## src/rtl/reg_write_arbiter.sv

```systemverilog
// -----------------------------------------------------------------------------
// reg_write_arbiter
//
// Shares one N-bit load-enabled register among R requesters. Every write is an
// atomic, round-robin arbitrated load lasting one LOAD cycle. The arbiter
// drives the register's load strobe and data input. It also reports the last
// writer and keeps a saturating count of completed writes.
//
// Ports
//   clk          rising-edge clock
//   reset        synchronous, active-high reset
//   req          per-requester write request, bit i = requester i
//   req_data     requester i data on bits [i*N +: N]
//   grant        one-hot acknowledge, high during the LOAD cycle of the winner
//   load_signal  load strobe to the shared register
//   data_input   data to the shared register (holds its value while idle)
//   last_writer  index of the most recently completed writer
//   write_count  saturating count of completed writes
//   busy         high while in LOAD
// -----------------------------------------------------------------------------
module reg_write_arbiter #(
    parameter int N  = 64,
    parameter int R  = 4,
    parameter int RW = $clog2(R),
    parameter int CW = 16
) (
    input  logic            clk,
    input  logic            reset,
    input  logic [R-1:0]    req,
    input  logic [R*N-1:0]  req_data,
    output logic [R-1:0]    grant,
    output logic            load_signal,
    output logic [N-1:0]    data_input,
    output logic [RW-1:0]   last_writer,
    output logic [CW-1:0]   write_count,
    output logic            busy
);

    typedef enum logic [0:0] {
        ARB  = 1'b0,
        LOAD = 1'b1
    } state_t;

    state_t          state_r;
    logic [RW-1:0]   ptr_r;
    logic [RW-1:0]   owner_r;
    logic [N-1:0]    data_r;
    logic [R-1:0]    grant_r;
    logic            load_signal_r;
    logic [N-1:0]    data_input_r;
    logic [RW-1:0]   last_writer_r;
    logic [CW-1:0]   write_count_r;
    logic            busy_r;

    logic            found_s;
    logic [RW-1:0]   winner_s;
    logic [N-1:0]    winner_data_s;
    logic [R-1:0]    winner_onehot_s;
    logic [RW-1:0]   next_ptr_s;
    int              idx_s;

    // Round-robin pick: first requester found scanning from ptr upward, modulo R.
    always_comb begin
        found_s  = 1'b0;
        winner_s = {RW{1'b0}};
        idx_s    = 0;
        for (int k = 0; k < R; k++) begin
            idx_s = int'(ptr_r) + k;
            if (idx_s >= R) begin
                idx_s = idx_s - R;
            end else begin
                idx_s = idx_s;
            end
            if (!found_s && req[idx_s]) begin
                found_s  = 1'b1;
                winner_s = RW'(idx_s);
            end else begin
                found_s  = found_s;
            end
        end
    end

    // Winner's data word and its one-hot grant pattern.
    always_comb begin
        winner_data_s   = req_data[int'(winner_s)*N +: N];
        winner_onehot_s = {{(R-1){1'b0}}, 1'b1} << winner_s;
    end

    // Pointer after a completed write: one past the owner, wrapping at R-1.
    always_comb begin
        if (owner_r == RW'(R-1)) begin
            next_ptr_s = {RW{1'b0}};
        end else begin
            next_ptr_s = owner_r + RW'(1);
        end
    end

    // Arbitration FSM; every output is a register updated here.
    always_ff @(posedge clk) begin
        if (reset) begin
            state_r       <= ARB;
            ptr_r         <= {RW{1'b0}};
            owner_r       <= {RW{1'b0}};
            data_r        <= {N{1'b0}};
            grant_r       <= {R{1'b0}};
            load_signal_r <= 1'b0;
            data_input_r  <= {N{1'b0}};
            last_writer_r <= {RW{1'b0}};
            write_count_r <= {CW{1'b0}};
            busy_r        <= 1'b0;
        end else begin
            case (state_r)
                ARB: begin
                    if (found_s) begin
                        // Capture commits the request; later changes to req
                        // or req_data do not affect this write.
                        owner_r       <= winner_s;
                        data_r        <= winner_data_s;
                        grant_r       <= winner_onehot_s;
                        load_signal_r <= 1'b1;
                        data_input_r  <= winner_data_s;
                        busy_r        <= 1'b1;
                        state_r       <= LOAD;
                    end else begin
                        grant_r       <= {R{1'b0}};
                        load_signal_r <= 1'b0;
                        busy_r        <= 1'b0;
                        state_r       <= ARB;
                    end
                end
                LOAD: begin
                    // The register samples data_input at this edge.
                    last_writer_r <= owner_r;
                    if (write_count_r != {CW{1'b1}}) begin
                        write_count_r <= write_count_r + CW'(1);
                    end else begin
                        write_count_r <= write_count_r;
                    end
                    ptr_r         <= next_ptr_s;
                    grant_r       <= {R{1'b0}};
                    load_signal_r <= 1'b0;
                    data_input_r  <= data_r;
                    busy_r        <= 1'b0;
                    state_r       <= ARB;
                end
                default: begin
                    grant_r       <= {R{1'b0}};
                    load_signal_r <= 1'b0;
                    busy_r        <= 1'b0;
                    state_r       <= ARB;
                end
            endcase
        end
    end

    assign grant       = grant_r;
    assign load_signal = load_signal_r;
    assign data_input  = data_input_r;
    assign last_writer = last_writer_r;
    assign write_count = write_count_r;
    assign busy        = busy_r;

endmodule

```

## config.mk

```make
export PLATFORM = sky130hd
export DESIGN_NAME = reg_write_arbiter
export DESIGN_NICKNAME = d
export VERILOG_FILES = /design/src/rtl/reg_write_arbiter.sv
export SDC_FILE = /design/constraint.sdc
export NUM_CORES = 1
export LEC_CHECK = 0
export CELL_PAD_IN_SITES_DETAIL_PLACEMENT = 0
export CELL_PAD_IN_SITES_GLOBAL_PLACEMENT = 1
export CORE_ASPECT_RATIO = 1.1
export CORE_MARGIN = 2
export CORE_UTILIZATION = 31
export DETAILED_ROUTE_END_ITERATION = 12
export GPL_ROUTABILITY_DRIVEN = 0
export GPL_TIMING_DRIVEN = 0
export PLACE_DENSITY = 0.82
export SETUP_SLACK_MARGIN = 0.4
export SLEW_MARGIN = 20
export SYNTH_ARGS = -nofsm -noshare
export SYNTH_HDL_FRONTEND = slang
export SYNTH_SLANG_ARGS = --single-unit
```

## constraint.sdc

```tcl
create_clock -name clk -period 6.4 [get_ports clk]
set_input_delay 1.92 -clock clk [delete_from_list [all_inputs] [get_ports clk]]
set_output_delay 1.92 -clock clk [all_outputs]
set_load 0.02 [all_outputs]
```

==> run_1/sizing.png <==
The bar under the picture is 50 um long.
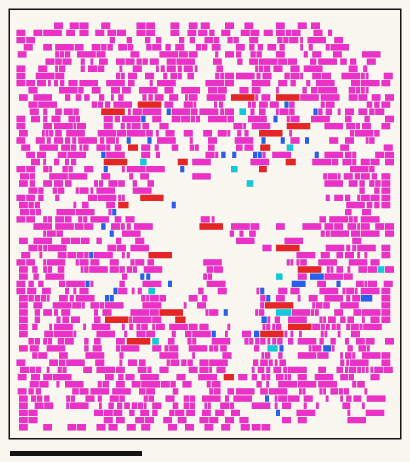
x2: shown in blue, cells 44. x1 and smaller: shown in magenta, cells 1101. x6 and larger: shown in red, cells 26. x3 and x4: shown in cyan, cells 11.
Area Overhead vs Synth: 61.9%
total non-filler cell area in the finished layout: 11400 um2
final setup margin: 2350 ps
Signal buffers: 422

==> run_1/m4.png <==
Supply wires on this layer in grey.
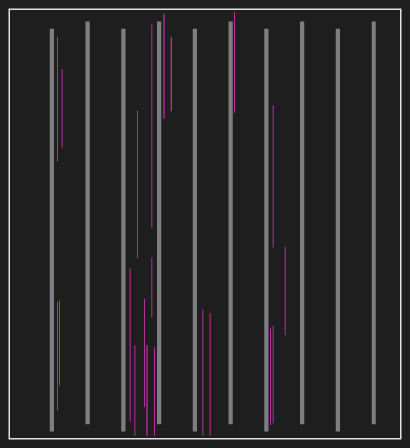
The layer carries 864 um of wire. The wires run mostly vertical.
total vias in the final route: 8253
WL final: 30.6 mm

==> run summary, run 1 <==
Entry: Yosys synthesis followed by OpenROAD place and route.

Pwr:
- Cell internal power was estimated by the tool at between 1.5 and 2 mW.
- In this run, the combinational gates consume between 20% and 30% of the power.
- The run puts the power in the clock group at roughly 0.95 mW.
- The run gives the switching fraction of total power as 28.5%.
- Combinational power for this build is a little over 0.6 mW.
- The run gives the fraction of power consumed by the clock network as 35.1%.
- The run puts the sum of internal, switching and leakage power at roughly 2.7 mW.

Layout:
- Fill cells in the final layout number between 2000 and 2500.
- The run puts the count of placed standard cells in the final layout, fillers left out at around 1500.
- The top cell types in the final layout, fill and taps aside, are 347 x sky130_fd_sc_hd__clkdlybuf4s50_1, 155 x sky130_fd_sc_hd__dfxtp_1, 129 x sky130_fd_sc_hd__nand3_1.
- The run gives the portion of the layout cell area used by clock cells as under 10%.
- The run gives the net count of the finished layout as between 1000 and 1500.

Routing:
- In the per-layer breakdown of the detailed-route log, met1 shows ~12 mm.
- The run gives the number of nets with antenna violations after detailed routing as 0.
- The run puts the routed wire length on met3 at between 2 and 3 mm.
- The run puts the final routed wire length divided by cell count at ~21 um.
- The run puts the DRC violation count after routing at 0.

Synth:
- By area the synthesized netlist is led by sky130_fd_sc_hd__dfxtp_1 44%, sky130_fd_sc_hd__nand3_1 9.1%, sky130_fd_sc_hd__a222oi_1 8.8%.
- Once synthesis finished, the tally of register bits stood at about 160.
- Synthesis produced about 800 cells.
- In the synthesized netlist, the cells that appear most often are 155 x sky130_fd_sc_hd__dfxtp_1, 129 x sky130_fd_sc_hd__nand3_1, 76 x sky130_fd_sc_hd__nand2_1.
- The biggest area contributor in the post-synthesis netlist is sky130_fd_sc_hd__dfxtp_1.
- Yosys printed 0 warnings.
- The run puts the cell area after synthesis at around 7100 um2.
- The run gives the cell count listed in synth_stat.txt as approximately 800.
- The run gives the post-synthesis net count as ~1100.
- The run puts the xor/xnor cell area share of the yosys netlist at about 1.4%.
- The run gives the share of flip-flops with an asynchronous set or reset after synthesis as 0%.
- Per the synthesis report, the simple-gate share of the synthesized area is between 20% and 30%.
- Post-synth the commonest register cell is sky130_fd_sc_hd__dfxtp_1.
- The run gives the synthesized area per cell as between 8 and 9 um2.
- The run puts the area share of the largest cell type after synthesis at 43.9%.
- The run gives the main kind of combinational logic by area as AND-OR/OR-AND gates.
- In the Yosys stats the netlist draws on 47 distinct library cells.
- The run puts the area share of fa/ha/maj cells after synthesis at less than 1%.
- The run puts the sequential area share after synthesis at between 40% and 50%.

Floorplan:
- The run puts the number of primary I/O pins at roughly 350.
- The run gives the number of placement rows as approximately 57.
- The overall die size recorded for this design is between 20000 and 25000 um2.
- Per the OpenROAD floorplan log, the width of the die is approximately 150 um.
- The run gives the core area as about 22000 um2.
- The run puts the tapcell count at a little under 300.

Global routing:
- The first global-routing pass estimated between 40 and 50 mm of wire.
- Global route summary, busiest routing layer listed as met2.
- The run puts the global-route track usage on met1 at about 30%.
- The run gives the total grt overflow as 0.
- The number of antenna violations at the first check in global routing was 0.
- The run puts the pin count of the biggest net entering global routing at 17.

Clocking:
- TritonCTS built the clock tree.
- The run gives the CTS root buffer as sky130_fd_sc_hd__clkbuf_16.
- Buffers added to address setup during post-CTS repair amount to 0.
- The run puts the number of clock sinks seen by CTS at 155.
- CTS added clock buffers totalling 17.
- The run puts the later-pin clock latency in the skew report at between 400 and 500 ps.
- The run gives the maximum root-to-sink buffer count as 2.

Run status:
- The run finished with clean final reports.

Timing:
- The run puts the max-slew headroom at the worst pin at a little under a third.
- The run gives the clock skew as roughly 9 ps.
- The run gives the final hold slack as about 440 ps.
- The run puts the actual slew at the worst max-slew pin at slightly above 1000 ps.
- In the final report, the number of endpoints failing setup comes to 0.
- The run gives the final number of hold-violating endpoints as 0.
- The run puts the post-layout minimum cycle time at a little over 4000 ps.
- The run puts the share of the clock period used by the worst path after layout at 63.3%.
- The run gives the maximum clock rate as between 200 and 250 MHz.
- Setup repair after global routing left no endpoint under its margin.
- The run gives the sum of negative setup slack as 0 ps.

Setup path:
- The timing report attributes the biggest portion of critical-path delay to simple AND/OR/NAND/NOR gates.
- For this design, the slowest cell found on the critical path is sky130_fd_sc_hd__nor2_1.
- The critical path in this run is classified as primary input to register.
- The most numerous cell type found on the critical path is sky130_fd_sc_hd__nor2_1.
- STA classifies the critical path endpoint as a register.
- The critical path goes through clkdlybuf4s50_1 -> nor2_1 -> o21ai_0 -> nor2_1 -> clkbuf_1 -> a31oi_1 -> nand3_1.

Worst hold path:
- The path class of the tightest hold or removal check is register to register.
- The startpoint identified for the worst hold timing path is data_r[60].

Place:
- The run gives the number of I/O port buffers as between 300 and 400.
- The run gives the cell total after placement as around 1400.
- The run puts the placed instance area at ~11000 um2.
- The run gives the estimated wirelength of the detail-placed design as 22.9 mm.
- The run gives the post-placement setup slack as 1880 ps.

Run:
- The run gives the count of max-cap constraint violations as 0.
==> run_1/ff_map.png <==
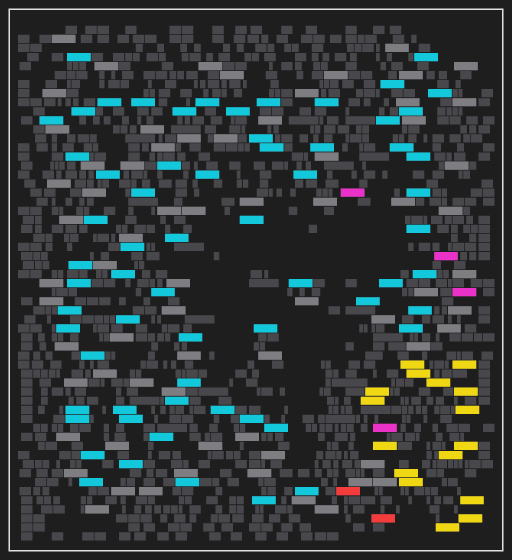
`write_count`: shown in yellow, sequential cells 16, where south-east. `data_r`: shown in cyan, sequential cells 64, where widely spread. `grant`: shown in magenta, sequential cells 4, where east. `last_writer`: shown in red, sequential cells 2.
Util after Layout: 51.4%
flop share of the area: 27.1%
FF/Latch Area: 3100 um2

-- run 1: worst max-delay path by stage --
stage          startpoint              to  slack [ps]  depth (start not counted)
2_1_floorplan      req[2]  data_input[25]        3050                          6
3_3_place_gp       req[1]  data_input[57]        1880                          7
3_5_place_dp       req[1]  data_input[57]        1880                          7
4_1_cts            req[1]  data_input[57]        2320                          7
5_1_grt            req[1]  data_input[57]        2180                          7
6_report           req[1]  data_input[57]        2350                          7
-- run 1: registers in the layout, indices dropped and copies added (netlist names) --
name	count
write_count	16
last_writer	2
owner_r	2
data_r	64
data_input	64
ptr_r	2
grant	4
busy	1
-- run 1: worst min-delay path, cell delays in order, from the launching register on --
cell	delay, ps
sky130_fd_sc_hd__dfxtp_1	310
sky130_fd_sc_hd__nand2_1	50
sky130_fd_sc_hd__nand2_1	40
==> run 2, diff against run 1 <==
Settings changed: CORE_UTILIZATION 31 to 29, PLACE_DENSITY 0.82 to 0.77.
Clock period 6.4 ns to 3.8 ns, I/O delays scaled along.
==> run_2/clock_wires.png <==
The bar under the picture is 50 um long.
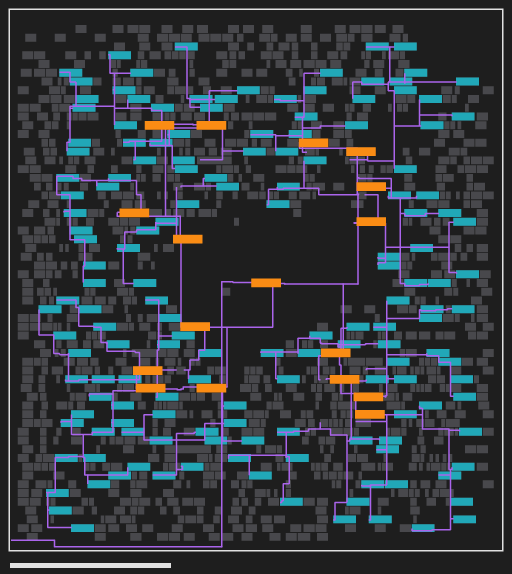
clock wires: shown in purple, length 2200 um. clock-net drivers: shown in orange, count 17. flip-flops: shown in cyan, count 155.
There are 18 routed clock nets. Position of the flops: widely spread.
reported clock group power: 1.80 mW
share of total power in the clock network: 37.9%
clk ins delay skew pair: 420 ps
worst clock skew: 10.7 ps

==> run_2/ff_map.png <==
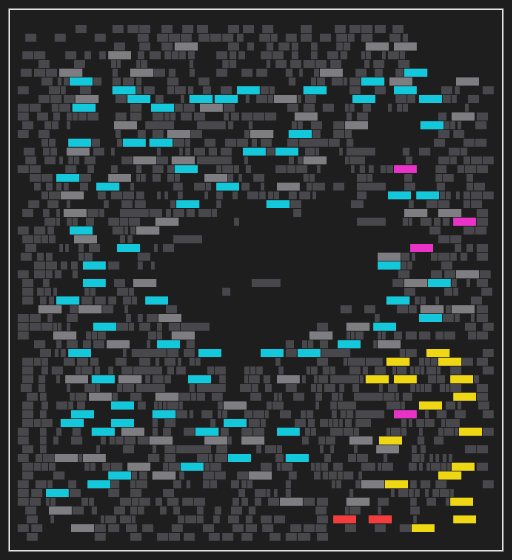
`last_writer`: shown in red, sequential cells 2. `data_r`: shown in cyan, sequential cells 64, where widely spread. `write_count`: shown in yellow, sequential cells 16, where south-east. `grant`: shown in magenta, sequential cells 4.
Another 69 sequential cells are not coloured.
Util after Layout: 48.6%
flop share of the area: 26.9%
power dissipated in sequential cells: 1.91 mW

==> run summary, run 2 <==
Entry: Yosys synthesis followed by OpenROAD place and route.

Clocking:
- The run puts the total clock buffers created by CTS at 17 (unchanged).
- The run gives the CTS tree as yes.
- Per the CTS log, the root buffer master is sky130_fd_sc_hd__clkbuf_16.
- The number of clock sinks seen by CTS is 155 (unchanged).
- The run puts the post-CTS setup repair buffer count at 0 (unchanged).

Timing:
- The run puts the final-report setup violation count at 0 (unchanged).
- The run gives the actual slew at the worst max-slew pin as 771 ps (-245 ps).
- Subtracting the final worst setup slack from the clock period gives about 3200 ps.
- The run gives the post-layout worst setup margin as 567 ps (-1780 ps).
- The run puts the sum of negative setup slack at 0 ps (unchanged).
- Setup repair after global routing left no endpoint under its margin.
- The run puts the max-slew headroom at the worst pin at 48.4% (+16 points).
- The run puts the final number of hold-violating endpoints at 0 (unchanged).
- The run gives the share of the clock period used by the worst path after layout as ~85%.
- The highest clock rate this design can be run at is between 300 and 400 MHz.

Floorplan:
- The run gives the core area as 23800 um2 (+6.8%).
- The run puts the number of placement rows at 59 (+3.5%).
- The number of primary I/O pins was 350 (unchanged).
- The tapcell count came to 305 (+3.4%).
- The run puts the overall chip area at 25600 um2 (+6.7%).
- The run puts the horizontal die size at 153 um (+3.3%).

Global routing:
- The pin count of the biggest net entering global routing came to 17 (unchanged).
- The run gives the number of antenna violations at the first check in global routing as 3 (+3).
- The run gives the total grt overflow as 0 (unchanged).
- The wire length of the first global-routing pass was 46.9 mm (+2.3%).

Synth:
- The cell count listed in synth_stat.txt came to 804 (unchanged).
- Of all cell types, the one taking the most synthesized area is sky130_fd_sc_hd__dfxtp_1.
- The run puts the cell area after synthesis at 7070 um2 (unchanged).
- For reference, the top cells by area after synthesis are sky130_fd_sc_hd__dfxtp_1 44%, sky130_fd_sc_hd__nand3_1 9.1%, sky130_fd_sc_hd__a222oi_1 8.8%.
- In the synthesized netlist, the dominant kind of combinational cell is AND-OR/OR-AND gates.
- The run gives the xor/xnor cell area share of the yosys netlist as 1.36% (unchanged).
- The unique cell type count in the Yosys netlist came to 47 (unchanged).
- The synthesized netlist has a Yosys-reported chip area of just over 7000 um2.
- The run puts the count of library flops with an enable pin at 0.
- The run puts the sequential area share after synthesis at 43.9% (unchanged).
- The run puts the post-synthesis cell count at 804 (unchanged).
- By count the netlist is led by 155 x sky130_fd_sc_hd__dfxtp_1, 129 x sky130_fd_sc_hd__nand3_1, 76 x sky130_fd_sc_hd__nand2_1.
- The synthesis warning total is 0 (unchanged).
- The run puts the synthesized area per cell at 8.79 um2 (unchanged).
- The run gives the post-synthesis share of cell area spent on and, or, nand and nor gates as 23.8% (unchanged).
- The area share of the largest cell type after synthesis is 43.9% (unchanged).
- The synthesis report names the predominant flop master as sky130_fd_sc_hd__dfxtp_1.
- The share of flip-flops with an asynchronous set or reset after synthesis came to 0% (unchanged).
- The run puts the area share of fa/ha/maj cells after synthesis at 0.354% (unchanged).
- The run puts the post-synthesis net count at 1068 (unchanged).
- The flip-flop and latch count after synthesis came to 155 (unchanged).

Pwr:
- The run gives the cell-internal power as 3.42 mW (+78%).
- The run gives the share of power burned in combinational logic as 21.9% (-0.9 points).
- The run puts the power of the combinational group at 1.04 mW (+69%).
- The switching fraction of total power was 27.8% (-0.72 points).

Worst hold path:
- The tightest min-delay check is of the register to register type.
- The path with the worst hold slack has its endpoint at data_r[60].
- The run gives the launch instance of the worst min-delay path as data_r[60].

Layout:
- Leaving out the clock tree, the finished layout contains an inverter count of 7.
- In this run the layout overhead on the synthesized area is reported as 63.3%.
- The most common logic cells in the final layout are 347 x sky130_fd_sc_hd__clkdlybuf4s50_1, 155 x sky130_fd_sc_hd__dfxtp_1, 129 x sky130_fd_sc_hd__nand3_1.
- The run puts the net count of the finished layout at 1434 (unchanged).
- The portion of the layout cell area used by clock cells was 5.33% (+0.65 points).
- The run puts the total of plain and repair buffers excluding clock buffers at 422 (unchanged).
- The run gives the area used by sequential logic in the layout as 3100 um2 (unchanged).
- The run puts the final design area excluding fillers at 11500 um2 (+0.87%).
- The run gives the count of inserted antenna diode cells as 2.
- The run gives the filler cell count in the final layout as 2324 (+7.7%).

Run:
- The count of max-cap constraint violations came to 0 (unchanged).

Place:
- The run gives the estimated wirelength of the detail-placed design as 23.3 mm (+1.8%).
- The placed instance area is 10900 um2 (+0.11%).
- The number of I/O port buffers is 347 (unchanged).
- The post-placement setup slack was 132 ps (-1750 ps).

Run status:
- The flow ran to the end, and the final reports show no timing, DRC or antenna violations.

Routing:
- The run gives the uppermost signal routing layer after detailed routing as met5.
- The final routed wire length divided by cell count came to 20.9 um (+0.74%).
- The run puts the DRC violation count after routing at 0 (unchanged).
- The number of nets with antenna violations after detailed routing is 0 (unchanged).
- The run puts the wire length on met1 at 12.4 mm (+4.2%).
- The run puts the routed wire length on met3 at 2.53 mm (-8.0%).

Setup path:
- The signal on the critical path passes through clkdlybuf4s50_1 -> o21ai_0 -> a21oi_1 -> nor2_2 -> buf_2 -> buf_2 -> a22oi_1 -> nand3_1.
- For reference, the critical path is captured by data_r[52].
- In this design, the critical path's most frequently occurring cell is sky130_fd_sc_hd__buf_2.
- For the worst reg-to-reg path, the endpoint reported by OpenROAD is data_r[52].
- The critical path's slowest stage uses the library cell sky130_fd_sc_hd__clkdlybuf4s50_1.
- The run gives the launching instance or port of the critical path as req[0].
- The worst setup path is captured at a register.
- The run gives the class of the most critical setup path as primary input to register.
==> run_2/m4.png <==
Supply wires on this layer in grey.
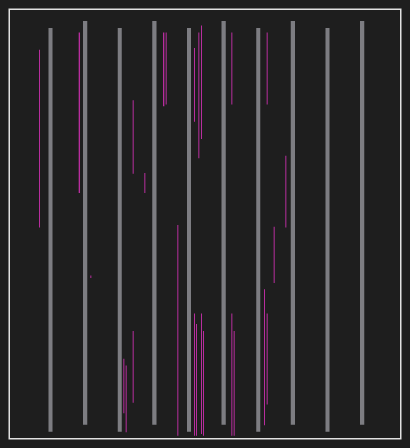
The layer carries 965 um of wire. The layer holds 3.1% of the routed length. The wires run mostly vertical.
total vias in the final route: 8210
WL final: 31.1 mm

-- run 2: critical path: cells and delay by family --
family / cells / cell delay [ps]
AOI/OAI and AO/OA: 3 / 540
and+or+nand+nor: 2 / 600
buffers and inverters: 3 / 1280
-- run 2: layer usage --
layer | GRT usage (%) | up-vias
met2 | 40.1 | 379
met4 | 10.1 | 2
met1 | 27.6 | 3880
met3 | 6.78 | 53
li1 | - | 3896
met5 | 0 | -
-- run 2: stage by stage --
step | total power [mW] | instances | util (%) | hold slack [ps]
finish | 4.74 | 1489 | 48.6 | 440
global route | 4.96 | 1489 | 48.6 | 460
CTS | 4.79 | 1487 | 48.5 | 439
detailed placement | 2.98 | 1456 | 46.0 | 430
global placement | 2.97 | 1456 | 46.0 | 427
floorplan | 2.36 | 804 | - | 416
==> run 3, diff against run 2 <==
Settings changed: ABC_AREA set to 1, CORE_UTILIZATION 29 to 30, HOLD_SLACK_MARGIN set to 0.12, PLACE_DENSITY 0.77 to 0.78.
==> run_3/ff_map.png <==
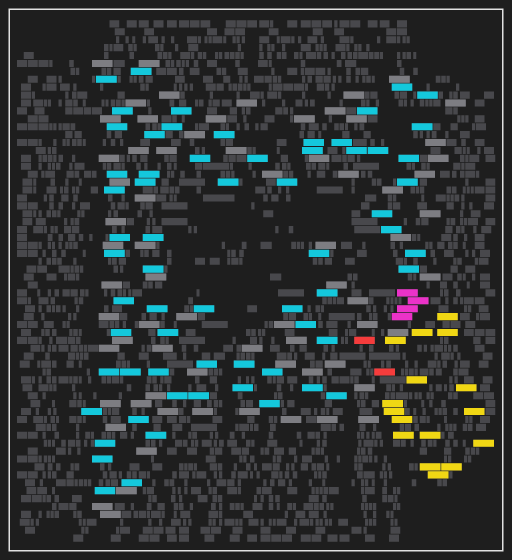
`grant`: shown in magenta, sequential cells 4, where east. `last_writer`: shown in red, sequential cells 2. `data_r`: shown in cyan, sequential cells 64. `write_count`: shown in yellow, sequential cells 16, where south-east.
Another 69 sequential cells are not coloured.
Util after Layout: 45.9%
power dissipated in sequential cells: 2.62 mW
flop share of the area: 22.9%

==> run_3/clock_wires.png <==
The bar under the picture is 50 um long.
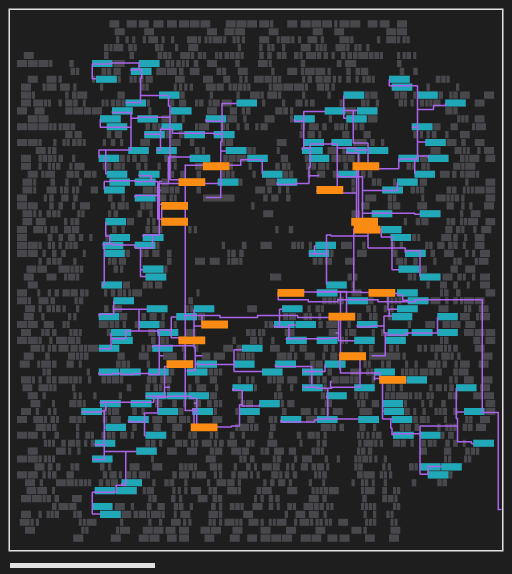
clock-net drivers: shown in orange, count 17. clock wires: shown in purple, length 2130 um. flip-flops: shown in cyan, count 155.
There are 18 routed clock nets.
worst clock skew: 12.2 ps
reported clock group power: 1.74 mW
share of total power in the clock network: 17.9%

==> run summary, run 3 <==
Entry: Yosys synthesis followed by OpenROAD place and route.

Synth:
- In the synthesized netlist, the cells that appear most often are 382 x sky130_fd_sc_hd__nand2_1, 219 x sky130_fd_sc_hd__inv_1, 204 x sky130_fd_sc_hd__nand3_1.
- The share of flip-flops with an asynchronous set or reset after synthesis is 0% (unchanged).
- The run gives the post-synthesis share of cell area spent on and, or, nand and nor gates as 35.4% (+12 points).
- The sequential area share after synthesis was 34.5% (-9.4 points).
- The run puts the cell count listed in synth_stat.txt at 1408 (+75%).
- Post-synth the commonest register cell is sky130_fd_sc_hd__dfxtp_1.
- The synthesized area per cell was 6.39 um2 (-27%).
- The run puts the post-synthesis net count at 1672 (+57%).
- The run gives the post-synth area from yosys stat as 9000 um2 (+27%).
- The run puts the area share of fa/ha/maj cells after synthesis at 0.278% (-0.076 points).
- Ranked by total cell area, the synthesized netlist is headed by sky130_fd_sc_hd__dfxtp_1 34%, sky130_fd_sc_hd__nand2_1 16%, sky130_fd_sc_hd__nand3_1 11%.
- The run gives the cell area after synthesis as 9000 um2 (+27%).
- The flip-flop and latch count after synthesis is 155 (unchanged).
- The synthesis warning total came to 0 (unchanged).

Place:
- The estimated wirelength of the detail-placed design came to 28.3 mm (+22%).
- The run gives the number of I/O port buffers as 349 (+0.58%).
- The run gives the post-placement setup slack as 144 ps (+11.9 ps).
- The run puts the cell total after placement at 2131 (+46%).
- The placed instance area came to 13000 um2 (+19%).

Timing:
- The run puts the post-layout minimum cycle time at 3140 ps (-93.3 ps).
- The run gives the actual slew at the worst max-slew pin as 751 ps (-20.1 ps).
- The run puts the share of the clock period used by the worst path after layout at 82.6% (-2.5 points).
- The run puts the final-report setup violation count at 0 (unchanged).
- The post-layout worst setup margin was 661 ps (+93.3 ps).
- The run puts the final number of hold-violating endpoints at 0 (unchanged).
- The run puts the max-slew headroom at the worst pin at 49.9% (+1.5 points).
- The run gives the maximum clock rate as 319 MHz (+3.0%).
- The sum of negative setup slack was 0 ps (unchanged).
- Setup repair after global routing left no endpoint under its margin.

Setup path:
- The cell that appears most often on the critical path is sky130_fd_sc_hd__nand2_1.
- By startpoint and endpoint, the worst setup path is classified as primary input to register.
- Looking at the reg2reg group, the worst path ends at data_r[38].
- STA classifies the critical path endpoint as a register.
- The run gives the launching instance or port of the critical path as req[0].
- Walking the worst path, the cells encountered are clkdlybuf4s50_1 -> inv_1 -> nand2_1 -> nand3_1 -> nand2_2 -> a21oi_1 -> nand2_1 -> buf_2 -> clkbuf_1 -> nand3_1 -> nand3_1 -> nand2_1 -> nand2_1 -> a21oi_1.
- The timing report attributes the biggest portion of critical-path delay to buffers and inverters.
- The run puts the total number of cells along the worst setup path at 14 (+6).
- The run gives the worst-path cell with the longest stage delay as sky130_fd_sc_hd__clkdlybuf4s50_1.

Clocking:
- TritonCTS built the clock tree.
- The run gives the total clock buffers created by CTS as 17 (unchanged).
- The post-CTS setup repair buffer count is 0 (unchanged).
- The number of clock sinks seen by CTS came to 155 (unchanged).
- The run gives the CTS root buffer as sky130_fd_sc_hd__clkbuf_16.

Routing:
- The DRC violation count after routing is 0 (unchanged).
- The run gives the final routed wire length divided by cell count as 16.7 um (-20%).
- The run puts the via total after detailed routing at 10300 (+26%).
- The number of nets with antenna violations after detailed routing was 0 (unchanged).
- The run puts the routed wire length at 36.3 mm (+17%).

Layout:
- The net count of the finished layout is 2040 (+42%).
- The run gives the area used by sequential logic in the layout as 3100 um2 (unchanged).
- The portion of the layout cell area used by clock cells came to 4.39% (-0.94 points).
- The run puts the count of placed standard cells in the final layout, fillers left out at 2167 (+46%).
- The run gives the filler cell count in the final layout as 3113 (+34%).
- The count of inserted antenna diode cells was 4 (+2).
- Ranking logic cells in the layout by count gives the top entries 382 x sky130_fd_sc_hd__nand2_1, 349 x sky130_fd_sc_hd__clkdlybuf4s50_1, 219 x sky130_fd_sc_hd__inv_1.

Pwr:
- The run puts the sum of internal, switching and leakage power at 9.70 mW (+100%).

Floorplan:
- The run gives the number of placement rows as 66 (+12%).
- The horizontal die size came to 169 um (+11%).
- The run puts the number of primary I/O pins at 350 (unchanged).
- The run gives the tapcell count as 374 (+23%).
- The run puts the core area at 29600 um2 (+24%).

Run:
- The run gives the count of max-cap constraint violations as 0 (unchanged).

Worst hold path:
- The most critical min-delay path falls under register to register.
- The run gives the endpoint of the worst hold path as data_r[0].

Global routing:
- The run gives the pin count of the biggest net entering global routing as 17 (unchanged).
- The run puts the wire length of the first global-routing pass at 54.8 mm (+17%).
- The total grt overflow came to 0 (unchanged).
- The run gives the number of antenna violations at the first check in global routing as 5 (+2).

Run status:
- The run finished with clean final reports.
==> run_3/sizing.png <==
The bar under the picture is 50 um long.
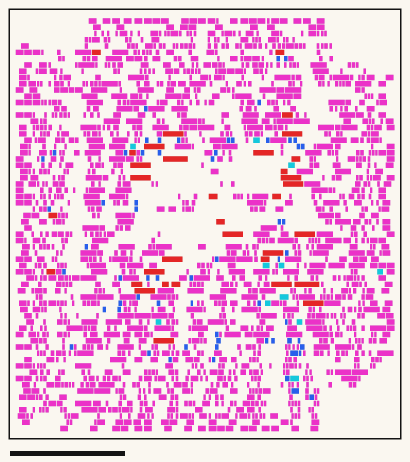
x3 and x4: shown in cyan, cells 11. x6 and larger: shown in red, cells 34. x1 and smaller: shown in magenta, cells 1682. x2: shown in blue, cells 62.
Area Overhead vs Synth: 50.8%
total non-filler cell area in the finished layout: 13600 um2
Signal buffers: 452

==> run 3: routing by layer <==
metal | vias up | GRT usage, % | wire (um) | share of wire (%)
li1 | 5267 | - | - | -
met1 | 4692 | 26.0 | 14900 | 41
met2 | 317 | 40.8 | 17900 | 49
met3 | 65 | 4.95 | 2200 | 6.1
met4 | 2 | 8.41 | 1170 | 3.2
met5 | - | 0 | 13 | 0.036
==> run 3: how the worst max path moves through the flow <==
stage	end	slack [ps]
2_1_floorplan	data_r[40]	1270
3_3_place_gp	data_input[52]	200
3_5_place_dp	data_input[52]	140
4_1_cts	data_input[52]	590
5_1_grt	data_input[22]	410
6_report	data_r[38]	660
==> run 3: power breakdown <==
group	internal (mW)	switching (mW)
combinational	2.06	3.27
sequential	2.27	0.356
clock	1.01	0.722
total	5.34	4.35

## Gallery

Clock routing.
Plate I
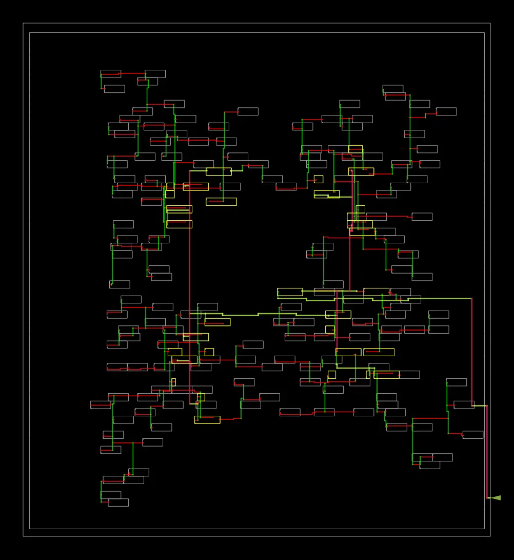
Plate II
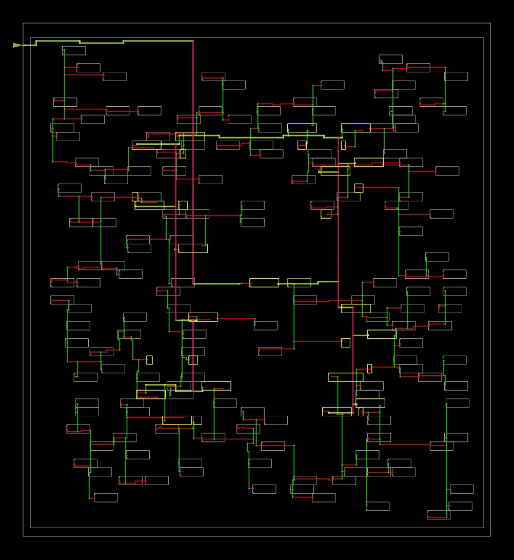
Plate III
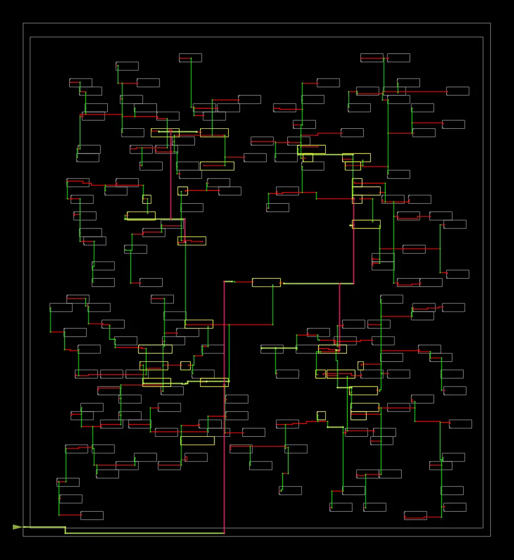
| picture | from |
|---|---|
| Plate III | run 2 |
| Plate I | run 3 |
| Plate II | run 1 |

Power is estimated from default activity; no workload was simulated.
